`src/rtl/gb_ppu_pkg.sv`:
```
// Shared PPU definitions used by the background fetcher, pixel FIFO and mixer.
package gb_ppu_pkg;

    // Visible pixels per scanline.
    localparam int unsigned X_MAX = 160;

    typedef logic [1:0] pixel_t;
    typedef pixel_t tile_row_t [7:0];

endpackage

```
`src/rtl/bgp_shade_map.sv`:
```
// Combinational background palette lookup: 2-bit colour index + BGP -> 2-bit shade.
module bgp_shade_map
    import gb_ppu_pkg::*;
(
    input  pixel_t     idx_i,
    input  logic [7:0] bgp_i,
    output pixel_t     shade_o
);

    // Index n selects BGP[2n+1:2n].
    always_comb begin
        shade_o = bgp_i[1:0];
        unique case (idx_i)
            2'd0: shade_o = bgp_i[1:0];
            2'd1: shade_o = bgp_i[3:2];
            2'd2: shade_o = bgp_i[5:4];
            2'd3: shade_o = bgp_i[7:6];
            default: shade_o = bgp_i[1:0];
        endcase
    end

endmodule

```
`src/rtl/bg_pixel_fifo.sv`:
```
// Background pixel FIFO for mode 3: takes one 8-pixel tile row when empty, pops one
// pixel per T-cycle, drops SCX[2:0] leading pixels for fine scroll and tracks X.
// Optional build macro BG_FIFO_PALETTE_MAP_EN maps popped indices through BGP_in.
module bg_pixel_fifo
    import gb_ppu_pkg::pixel_t;
    import gb_ppu_pkg::tile_row_t;
#(
    parameter int unsigned X_MAX = gb_ppu_pkg::X_MAX
) (
    input  logic                       clk_in,
    input  logic                       rst_n_in,
    input  logic                       tclk_in,
    input  logic                       line_start_in,
    input  logic [7:0]                 SCX_in,
    input  logic                       stall_in,
    input  logic                       valid_pixels_in,
    input  tile_row_t                  pixels_in,
    input  logic [7:0]                 BGP_in,
    output logic                       fifo_empty_out,
    output logic                       pixel_valid_out,
    output logic [1:0]                 pixel_out,
    output logic [$clog2(X_MAX)-1:0]   X_out,
    output logic                       line_done_out
);

    localparam int unsigned XW = $clog2(X_MAX);
    localparam logic [XW-1:0] XLast = XW'(X_MAX - 1);

    tile_row_t     storage_q, storage_d;
    logic [3:0]    count_q, count_d;
    logic [2:0]    discard_q, discard_d;
    logic          active_q, active_d;
    logic [XW-1:0] x_q, x_d;
    logic          pix_valid_q, pix_valid_d;
    pixel_t        pix_q, pix_d;
    logic          line_done_q, line_done_d;
    pixel_t        shade;

`ifdef BG_FIFO_PALETTE_MAP_EN
    bgp_shade_map u_shade_map (
        .idx_i   (storage_q[0]),
        .bgp_i   (BGP_in),
        .shade_o (shade)
    );
`else
    logic unused_bgp;
    assign unused_bgp = ^BGP_in;
    assign shade      = storage_q[0];
`endif

    // Next-state: line start beats push/pop; push only into an empty FIFO; pop otherwise.
    always_comb begin
        storage_d   = storage_q;
        count_d     = count_q;
        discard_d   = discard_q;
        active_d    = active_q;
        x_d         = x_q;
        pix_d       = pix_q;
        pix_valid_d = 1'b0;
        line_done_d = 1'b0;
        if (tclk_in) begin
            if (line_start_in) begin
                active_d  = 1'b1;
                count_d   = 4'd0;
                discard_d = SCX_in[2:0];
                x_d       = '0;
            end else if (active_q) begin
                if (count_q == 4'd0) begin
                    if (valid_pixels_in) begin
                        storage_d = pixels_in;
                        count_d   = 4'd8;
                    end
                end else if (!stall_in) begin
                    for (int i = 0; i < 7; i++) begin
                        storage_d[i] = storage_q[i+1];
                    end
                    storage_d[7] = '0;
                    count_d      = count_q - 4'd1;
                    if (discard_q != 3'd0) begin
                        discard_d = discard_q - 3'd1;
                    end else begin
                        pix_d       = shade;
                        pix_valid_d = 1'b1;
                        if (x_q == XLast) begin
                            // Last visible pixel: close the line and block further traffic.
                            line_done_d = 1'b1;
                            active_d    = 1'b0;
                            count_d     = 4'd0;
                            x_d         = '0;
                        end else begin
                            x_d = x_q + 1'b1;
                        end
                    end
                end
            end
        end
    end

    // State registers with asynchronous active-low reset.
    always_ff @(posedge clk_in or negedge rst_n_in) begin
        if (!rst_n_in) begin
            for (int i = 0; i < 8; i++) begin
                storage_q[i] <= '0;
            end
            count_q     <= 4'd0;
            discard_q   <= 3'd0;
            active_q    <= 1'b0;
            x_q         <= '0;
            pix_valid_q <= 1'b0;
            pix_q       <= '0;
            line_done_q <= 1'b0;
        end else begin
            storage_q   <= storage_d;
            count_q     <= count_d;
            discard_q   <= discard_d;
            active_q    <= active_d;
            x_q         <= x_d;
            pix_valid_q <= pix_valid_d;
            pix_q       <= pix_d;
            line_done_q <= line_done_d;
        end
    end

    assign fifo_empty_out  = (count_q == 4'd0);
    assign pixel_valid_out = pix_valid_q;
    assign pixel_out       = pix_q;
    assign X_out           = x_q;
    assign line_done_out   = line_done_q;

endmodule

```
`config.mk`:
```
export PLATFORM = sky130hd
export DESIGN_NAME = bg_pixel_fifo
export DESIGN_NICKNAME = d
export VERILOG_FILES = /design/src/rtl/gb_ppu_pkg.sv /design/src/rtl/bgp_shade_map.sv /design/src/rtl/bg_pixel_fifo.sv
export SDC_FILE = /design/constraint.sdc
export NUM_CORES = 1
export LEC_CHECK = 0
export ABC_AREA = 0
export CAP_MARGIN = 40
export CORE_ASPECT_RATIO = 1.75
export CORE_MARGIN = 10
export CORE_UTILIZATION = 50
export CTS_BUF_LIST = sky130_fd_sc_hd__clkbuf_4 sky130_fd_sc_hd__clkbuf_8
export DETAILED_ROUTE_END_ITERATION = 16
export GPL_ROUTABILITY_DRIVEN = 0
export PLACE_DENSITY = 0.93
export SKIP_CTS_REPAIR_TIMING = 1
export SYNTH_ARGS = -nofsm -noshare
export SYNTH_HDL_FRONTEND = slang
export SYNTH_HIERARCHICAL = 1
export SYNTH_SLANG_ARGS = --single-unit
```
`constraint.sdc`:
```
create_clock -name clk_in -period 6.5 [get_ports clk_in]
set_clock_uncertainty 0.05 [all_clocks]
set_input_delay 1.3 -clock clk_in [delete_from_list [all_inputs] [get_ports clk_in]]
set_output_delay 1.3 -clock clk_in [all_outputs]
set_load 0.005 [all_outputs]
```
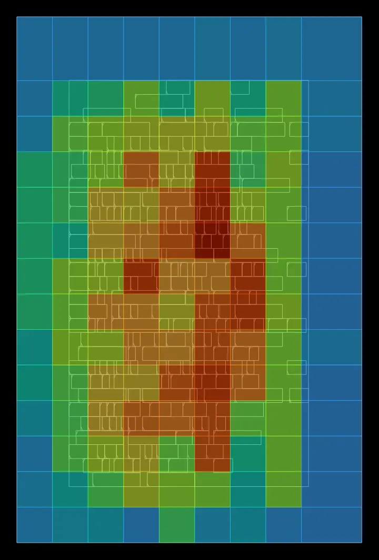
**Above:** routing congestion.
met2 usage: 25.4%
Top Usage Layer GRT: met2
Core Util, Final: 65.7%
GRT Overall Usage: 14.5%

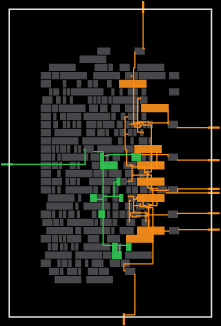
**Above:** wires at chosen ports, followed through buffers.
Scale: 3 px per µm.
legend:
  tclk_in:
    colour: green
    bits: 1
    direction: input
    end_cells: 11
    buffers: 1
    wire: 109 µm
  X_out:
    colour: orange
    bits: 8
    direction: output
    end_cells: 8
    buffers: 8
    wire: 404 µm

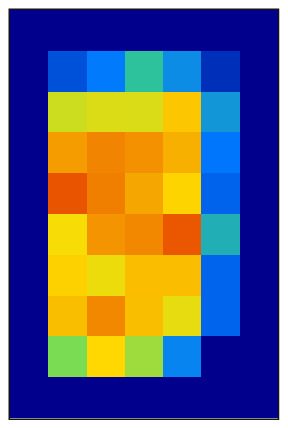
**Above:** cell area per tile.
Scale: 4 px per µm. 7 x 10 tiles, from dark blue (low) to red (high), 0 to 100% covered.
mean over tiles: 34%
tiles over 75% full: 27%
fullest tile: 90%
nearly empty tiles: 44%
emptiest ninth of the die: south-east
densest ninth of the die: centre

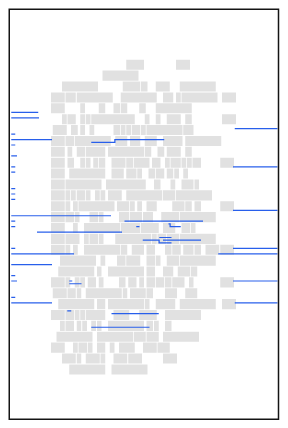
**Above:** signal wires on met3.
Scale: 4 px per µm.
main direction: horizontal
longest straight run: 24.6 µm

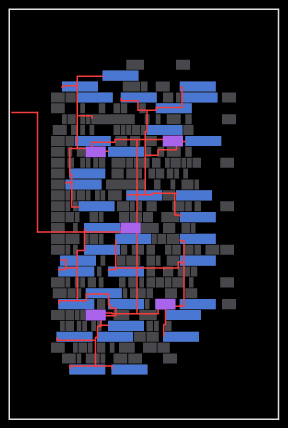
**Above:** routed clock nets over the placement.
Scale: 4 px per µm.
legend:
  flip-flops:
    colour: blue
    count: 36
  clock wires:
    colour: red
    length: 441 µm
  cells driving clock nets:
    colour: purple
    count: 5
routed clock nets: 6

==> flow_summary_export.csv <==
group,metric,value,unit
setup_path,regToRegSetupSlack,3.67,ns
global_route,grt_pass1_vias,1772,
synth,top_cell_area_share,46.8,%
power,p_sw_share,39.3,%
route,via_per_inst,5.83,
floorplanning,fp.dieH,102,µm
setup_path,slowest_stage,"clkdlybuf4s50_1",
layout,mostFrequentLayoutCells,"40 x nand2_1, 37 x clkdlybuf4s50_1, 36 x dfrtp_1",
cts,clock-sinks,36,
power,maxPowerGroup,"combinational cells",
synth,ys_top_cells_by_count,"40 x nand2_1, 36 x dfrtp_1, 18 x nor2_1",
place,place_ws,2.73,ns
final_timing,worst_slack,2.35,ns
synth,postSynthAreaPerCell,9.26,µm²
layout,insertedDiodeCount,0,
outcome,status,"finished clean",
layout,dominant-cell-class,"logic gates",
final_timing,tightest_slew,0.720,ns
min_path,min_path_type,"reg2reg",
setup_path,r2r_cells,6,
power,ir_worst_vdd,0.345,mV
setup_path,crit_buf_inv,3,
route,wl,4550,µm
setup_path,path_max_fanout,23,
synth,syn_nets,251,
route,ant_nets,0,
route,dr_wl_met2,2460,µm
layout,clockBufferCount,5,
min_path,holdPathEnd,"storage_q[15]",
route,dr.pass1.iters,4,
route,first_iter_violations,51,
floorplanning,chip_area,6830,µm²
setup_path,critPathCapture,"fifo_empty_out",
final_timing,finalHoldViolCount,0,
synth,async_reset_ff_share,100,%
route,num_vias,1696,
setup_path,crit_path_end_kind,"primary output",
cts,root_buffer,"clkbuf_8",
route,wl_per_cell,15.6,µm
place,placed_cells,283,
floorplanning,core,3660,µm²
setup_path,cp_top_family,"buffers and inverters",
layout,layout-drive-gt1-share,7.35,%
synth,ys_types,47,
synth,syn_inst,208,
setup_path,cp.depth,5,
power,p_comb,412,µW
setup_path,critPathRequiredTime,5.15,ns
synth,mux_area_share,2.27,%
cts,htree_levels,2,
power,p_seq_share,36.9,%
No activity file was given, so power comes from the tool's default toggle rates.
